==> src/rtl/prog_loader.sv <==
// prog_loader: host-side program memory writer.
// Receives instruction bytes over a four-phase strobe/ack handshake, assembles them
// little-endian into 32-bit words and writes each word to program memory at an
// auto-incrementing word address. The CPU is held in reset while loading.
//
// Ports:
//   i_clk, i_rst        system clock, asynchronous active-high reset
//   i_load_en           async pin, high requests load mode
//   i_byte_strobe       async host strobe, i_byte_in stable while high
//   i_byte_in[7:0]      instruction byte
//   o_mem_we            one-cycle program memory write enable
//   o_mem_addr          word address of the write
//   o_mem_wdata[31:0]   assembled instruction word
//   o_cpu_hold          high while loading
//   o_byte_ack          handshake acknowledge
//   o_overflow          sticky, a word arrived after memory was full
//   o_frame_err         sticky, load ended with a partial word
module prog_loader #(
    parameter int unsigned ADDR_W      = 5,
    parameter int unsigned SYNC_STAGES = 2
) (
    input  logic              i_clk,
    input  logic              i_rst,
    input  logic              i_load_en,
    input  logic              i_byte_strobe,
    input  logic [7:0]        i_byte_in,
    output logic              o_mem_we,
    output logic [ADDR_W-1:0] o_mem_addr,
    output logic [31:0]       o_mem_wdata,
    output logic              o_cpu_hold,
    output logic              o_byte_ack,
    output logic              o_overflow,
    output logic              o_frame_err
);

    typedef enum logic [1:0] {
        StIdle,
        StLoad,
        StWrite
    } state_e;

    state_e                 r_state,  w_state_d;
    logic [SYNC_STAGES-1:0] r_load_sync;
    logic [SYNC_STAGES-1:0] r_strobe_sync;
    logic                   r_strobe_prev;
    logic [ADDR_W-1:0]      r_addr,   w_addr_d;
    logic [1:0]             r_idx,    w_idx_d;
    logic [31:0]            r_wdata,  w_wdata_d;
    logic                   r_ack,    w_ack_d;
    logic                   r_full,   w_full_d;
    logic                   r_ovf,    w_ovf_d;
    logic                   r_ferr,   w_ferr_d;

    logic                   w_load_s;
    logic                   w_strobe_s;
    logic                   w_strobe_edge;
    logic [ADDR_W:0]        w_addr_inc;

    assign w_load_s      = r_load_sync[SYNC_STAGES-1];
    assign w_strobe_s    = r_strobe_sync[SYNC_STAGES-1];
    assign w_strobe_edge = w_strobe_s & ~r_strobe_prev;
    // Extra top bit carries out of the address; it marks memory as full.
    assign w_addr_inc    = {1'b0, r_addr} + {{ADDR_W{1'b0}}, 1'b1};

    // Pin synchronizers and strobe edge history.
    always_ff @(posedge i_clk or posedge i_rst) begin
        if (i_rst) begin
            r_load_sync   <= '0;
            r_strobe_sync <= '0;
            r_strobe_prev <= 1'b0;
        end else begin
            r_load_sync   <= {r_load_sync[SYNC_STAGES-2:0], i_load_en};
            r_strobe_sync <= {r_strobe_sync[SYNC_STAGES-2:0], i_byte_strobe};
            r_strobe_prev <= w_strobe_s;
        end
    end

    // State and datapath registers.
    always_ff @(posedge i_clk or posedge i_rst) begin
        if (i_rst) begin
            r_state <= StIdle;
            r_addr  <= '0;
            r_idx   <= '0;
            r_wdata <= '0;
            r_ack   <= 1'b0;
            r_full  <= 1'b0;
            r_ovf   <= 1'b0;
            r_ferr  <= 1'b0;
        end else begin
            r_state <= w_state_d;
            r_addr  <= w_addr_d;
            r_idx   <= w_idx_d;
            r_wdata <= w_wdata_d;
            r_ack   <= w_ack_d;
            r_full  <= w_full_d;
            r_ovf   <= w_ovf_d;
            r_ferr  <= w_ferr_d;
        end
    end

    // Next-state logic and the combinational write enable.
    always_comb begin
        w_state_d = r_state;
        w_addr_d  = r_addr;
        w_idx_d   = r_idx;
        w_wdata_d = r_wdata;
        // Ack drops on the first cycle the synchronized strobe is low.
        w_ack_d   = r_ack & w_strobe_s;
        w_full_d  = r_full;
        w_ovf_d   = r_ovf;
        w_ferr_d  = r_ferr;
        o_mem_we  = 1'b0;

        unique case (r_state)
            StIdle: begin
                if (w_load_s) begin
                    w_state_d = StLoad;
                    w_addr_d  = '0;
                    w_idx_d   = '0;
                    w_full_d  = 1'b0;
                    w_ovf_d   = 1'b0;
                    w_ferr_d  = 1'b0;
                end
            end
            StLoad: begin
                // Dropping load wins over a coincident strobe edge.
                if (!w_load_s) begin
                    w_state_d = StIdle;
                    if (r_idx != 2'd0) begin
                        w_ferr_d = 1'b1;
                    end
                    w_idx_d = '0;
                end else if (w_strobe_edge) begin
                    w_wdata_d[{r_idx, 3'b000} +: 8] = i_byte_in;
                    w_ack_d = 1'b1;
                    w_idx_d = r_idx + 2'd1;
                    if (r_idx == 2'd3) begin
                        w_state_d = StWrite;
                    end
                end
            end
            StWrite: begin
                o_mem_we = ~r_full;
                if (r_full) begin
                    w_ovf_d = 1'b1;
                end
                w_addr_d  = w_addr_inc[ADDR_W-1:0];
                w_full_d  = r_full | w_addr_inc[ADDR_W];
                w_idx_d   = '0;
                w_state_d = StLoad;
            end
            default: begin
                w_state_d = StIdle;
            end
        endcase
    end

    assign o_mem_addr  = r_addr;
    assign o_mem_wdata = r_wdata;
    assign o_cpu_hold  = (r_state != StIdle);
    assign o_byte_ack  = r_ack;
    assign o_overflow  = r_ovf;
    assign o_frame_err = r_ferr;

endmodule
==> config.mk <==
export PLATFORM = sky130hd
export DESIGN_NAME = prog_loader
export DESIGN_NICKNAME = d
export VERILOG_FILES = /design/src/rtl/prog_loader.sv
export SDC_FILE = /design/constraint.sdc
export NUM_CORES = 1
export LEC_CHECK = 0
export CORE_AREA = 3 3 59 88
export DETAILED_ROUTE_END_ITERATION = 16
export DIE_AREA = 0 0 62 91
export PLACE_DENSITY_LB_ADDON = 0.25
export REMOVE_ABC_BUFFERS = 1
export SLEW_MARGIN = 20
export SYNTH_ARGS = -nofsm -noshare
export SYNTH_HDL_FRONTEND = slang
export SYNTH_SLANG_ARGS = --single-unit
==> constraint.sdc <==
create_clock -name i_clk -period 4.98 [get_ports i_clk]
set_clock_uncertainty 0.2 [all_clocks]
set_input_delay 0.996 -clock i_clk [delete_from_list [all_inputs] [get_ports i_clk]]
set_output_delay 0.996 -clock i_clk [all_outputs]
set_load 0.02 [all_outputs]
**Floorplan with the power grid**

Drawn at 4 px/µm. Pins as bars on the die edge. Tap cells in gray.
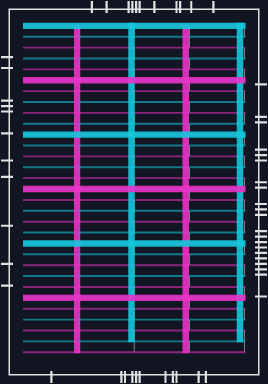
| color | net |
|---|---|
| cyan | VDD |
| magenta | VSS |
tap cells: 64
signal pins: 54
met5 straps: 6
met4 straps: 4

==> results.sh <==
# flow metrics
export IMPL_postRouteWirelength_mm=4.60
export IMPL_min_period_over_period_pct=63.5
export IMPL_rsz0062_at_grt="no"
export IMPL_edf_count=0
export IMPL_grt_use_met3_pct=3.41
export IMPL_cts_max_level=2
export IMPL_grt_busiest_layer="met2"
export IMPL_topCombFamilyByArea="simple AND/OR/NAND/NOR gates"
export IMPL_crit_family="buffers and inverters"
export IMPL_clockBufferDepth=2
export IMPL_power_density_nw_per_um2=303
export IMPL_crit_buf_inv=2
export IMPL_ys_seq_share_pct=52.3
export IMPL_track_usage_pct=18.2
export IMPL_path_class="reg2out"
export IMPL_syn_to_final_growth_pct=26.5
export IMPL_n_tap_cell=64
export IMPL_rr_endpoint="o_mem_wdata[30]"
export IMPL_yosysTopAreaCell="dfrtp_1"
export IMPL_r2r_start="r_idx[0]"
export IMPL_ys_types=42
export IMPL_seq_power_share_pct=51.4
export IMPL_p_comb_mw=0.206
export IMPL_tns_ns=0
export IMPL_common_cells="50 x dfrtp_1, 38 x inv_1, 37 x nand2_1, 32 x mux2i_1, 7 x ha_1"
export IMPL_diodes=0
export IMPL_drv_cap=0
export IMPL_cts_hold_buf=0
export IMPL_grt_pass1_wl_mm=7.87
export IMPL_start_kind="flop"
export IMPL_crit_start="r_state[0]"
export IMPL_arrival_ns=1.97
export IMPL_drc=0
export IMPL_die_area_um2=5640
export IMPL_worstHoldEndpoint="r_strobe_sync[1]"
export IMPL_top_layer_used="met4"
export IMPL_crit_chain="inv_1 > nand2_1 > nor2_1 > clkdlybuf4s50_1"
export IMPL_layout_top_cells="53 x clkdlybuf4s50_1, 50 x dfrtp_1, 37 x inv_1, 37 x nand2_1, 32 x mux2i_1"
export IMPL_cpMaxStageDelayCell="clkdlybuf4s50_1"
export IMPL_globalplace_congestion=0.779
export IMPL_power_leader="sequential cells"
export IMPL_grt_pass1_vias=1773
export IMPL_cts_tree="built"
export IMPL_fp_util_pct=52.6
export IMPL_wl_met1_mm=1.88
export IMPL_die_h_um=91
export IMPL_io_pins=54
export IMPL_p_leak_nw=1.40
export IMPL_cts_root_buf="clkbuf_8"
export IMPL_ff_type="dfrtp_1"
export IMPL_p_int_mw=0.656
export IMPL_p_sw_mw=0.261
export IMPL_endpoint="o_mem_we"
export IMPL_worstPathRequired_ns=3.78
export IMPL_cp_end_kind="output pin"
export IMPL_fillers=386
export IMPL_r2r_setup_slack_ns=2.60
export IMPL_flops=50
export IMPL_logic_gates=125
export IMPL_clkPwrFrac_pct=26.1
export IMPL_yosysChipArea_um2=2390
export IMPL_synth_top_area_share_pct=52.3
export IMPL_nNonClkInverters=38
export IMPL_numCtsBuffers=5
export IMPL_finalSetupViolCount=0
export IMPL_nNetsFinal=292
export IMPL_vdd_ir_drop_worst_v=0.000151
export IMPL_comb_power_share_pct=22.5
export IMPL_synth_most_common_cell="dfrtp_1"
export IMPL_status="finished clean"
export IMPL_yosysWarnings=0
export IMPL_worstRegToRegCells=5
export IMPL_adder_share_pct=3.66
export IMPL_crit_fanout=16
export IMPL_min_path_type="reg2reg"
export IMPL_cts_resized=0
export IMPL_yosys_cells=221
export IMPL_syn_inst=221
export IMPL_fmax_mhz=316
export IMPL_gr_usage_met1_pct=22.0
export IMPL_dp_cells=330
export IMPL_hold_violations=0
export IMPL_async_flop_share_pct=100
export IMPL_sh_seq_area_pct=41.4
export IMPL_syn_area_um2=2390
export IMPL_clock_area_share_pct=3.14
export IMPL_mostFrequentLayoutCell="clkdlybuf4s50_1"
export IMPL_hold_ws_ns=0.155
export IMPL_slew_viol_final=0
export IMPL_antenna_found_initial=0
export IMPL_warnings=30
export IMPL_clkSlewWorstSetupHoldPaths_ns=0.08
export IMPL_cts_sinks=50
export IMPL_die_w_um=62
export IMPL_drive_above_1_share_pct=6.20
export IMPL_yosys_top_cells_area="dfrtp_1 52%, mux2i_1 13%, inv_1 6.0%, nand2_1 5.8%, ha_1 3.7%"
export IMPL_comb_share_pct=30.5
export IMPL_met2_usage_pct=32.0
export IMPL_ys_sh_mux_pct=13.9
export IMPL_final_util_pct=66.6
export IMPL_syn_avg_cell_area_um2=10.8
export IMPL_layout_cells_non_filler=338
export IMPL_buffer_area_share_pct=17.5
export IMPL_finalWorstSetupSlack_ns=1.82
export IMPL_grt_max_degree=51
export IMPL_simple_gate_share_pct=15.6
export IMPL_synth_flops=50
export IMPL_regArea_um2=1250
export IMPL_buffers=53
export IMPL_max_slew_worst_pin_slew_ns=0.838
**Sequential cells grouped by signal name**

Drawn at 4 px/µm.
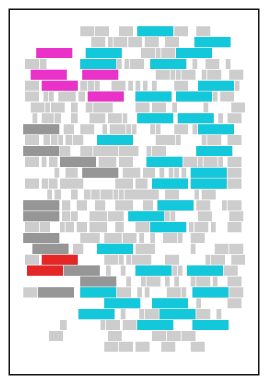
| color | signal | sequential cells |
|---|---|---|
| red | `r_strobe_sync` | 2 |
| cyan | `o_mem_wdata` | 32 |
| magenta | `o_mem_addr` | 5 |
not colored: 11

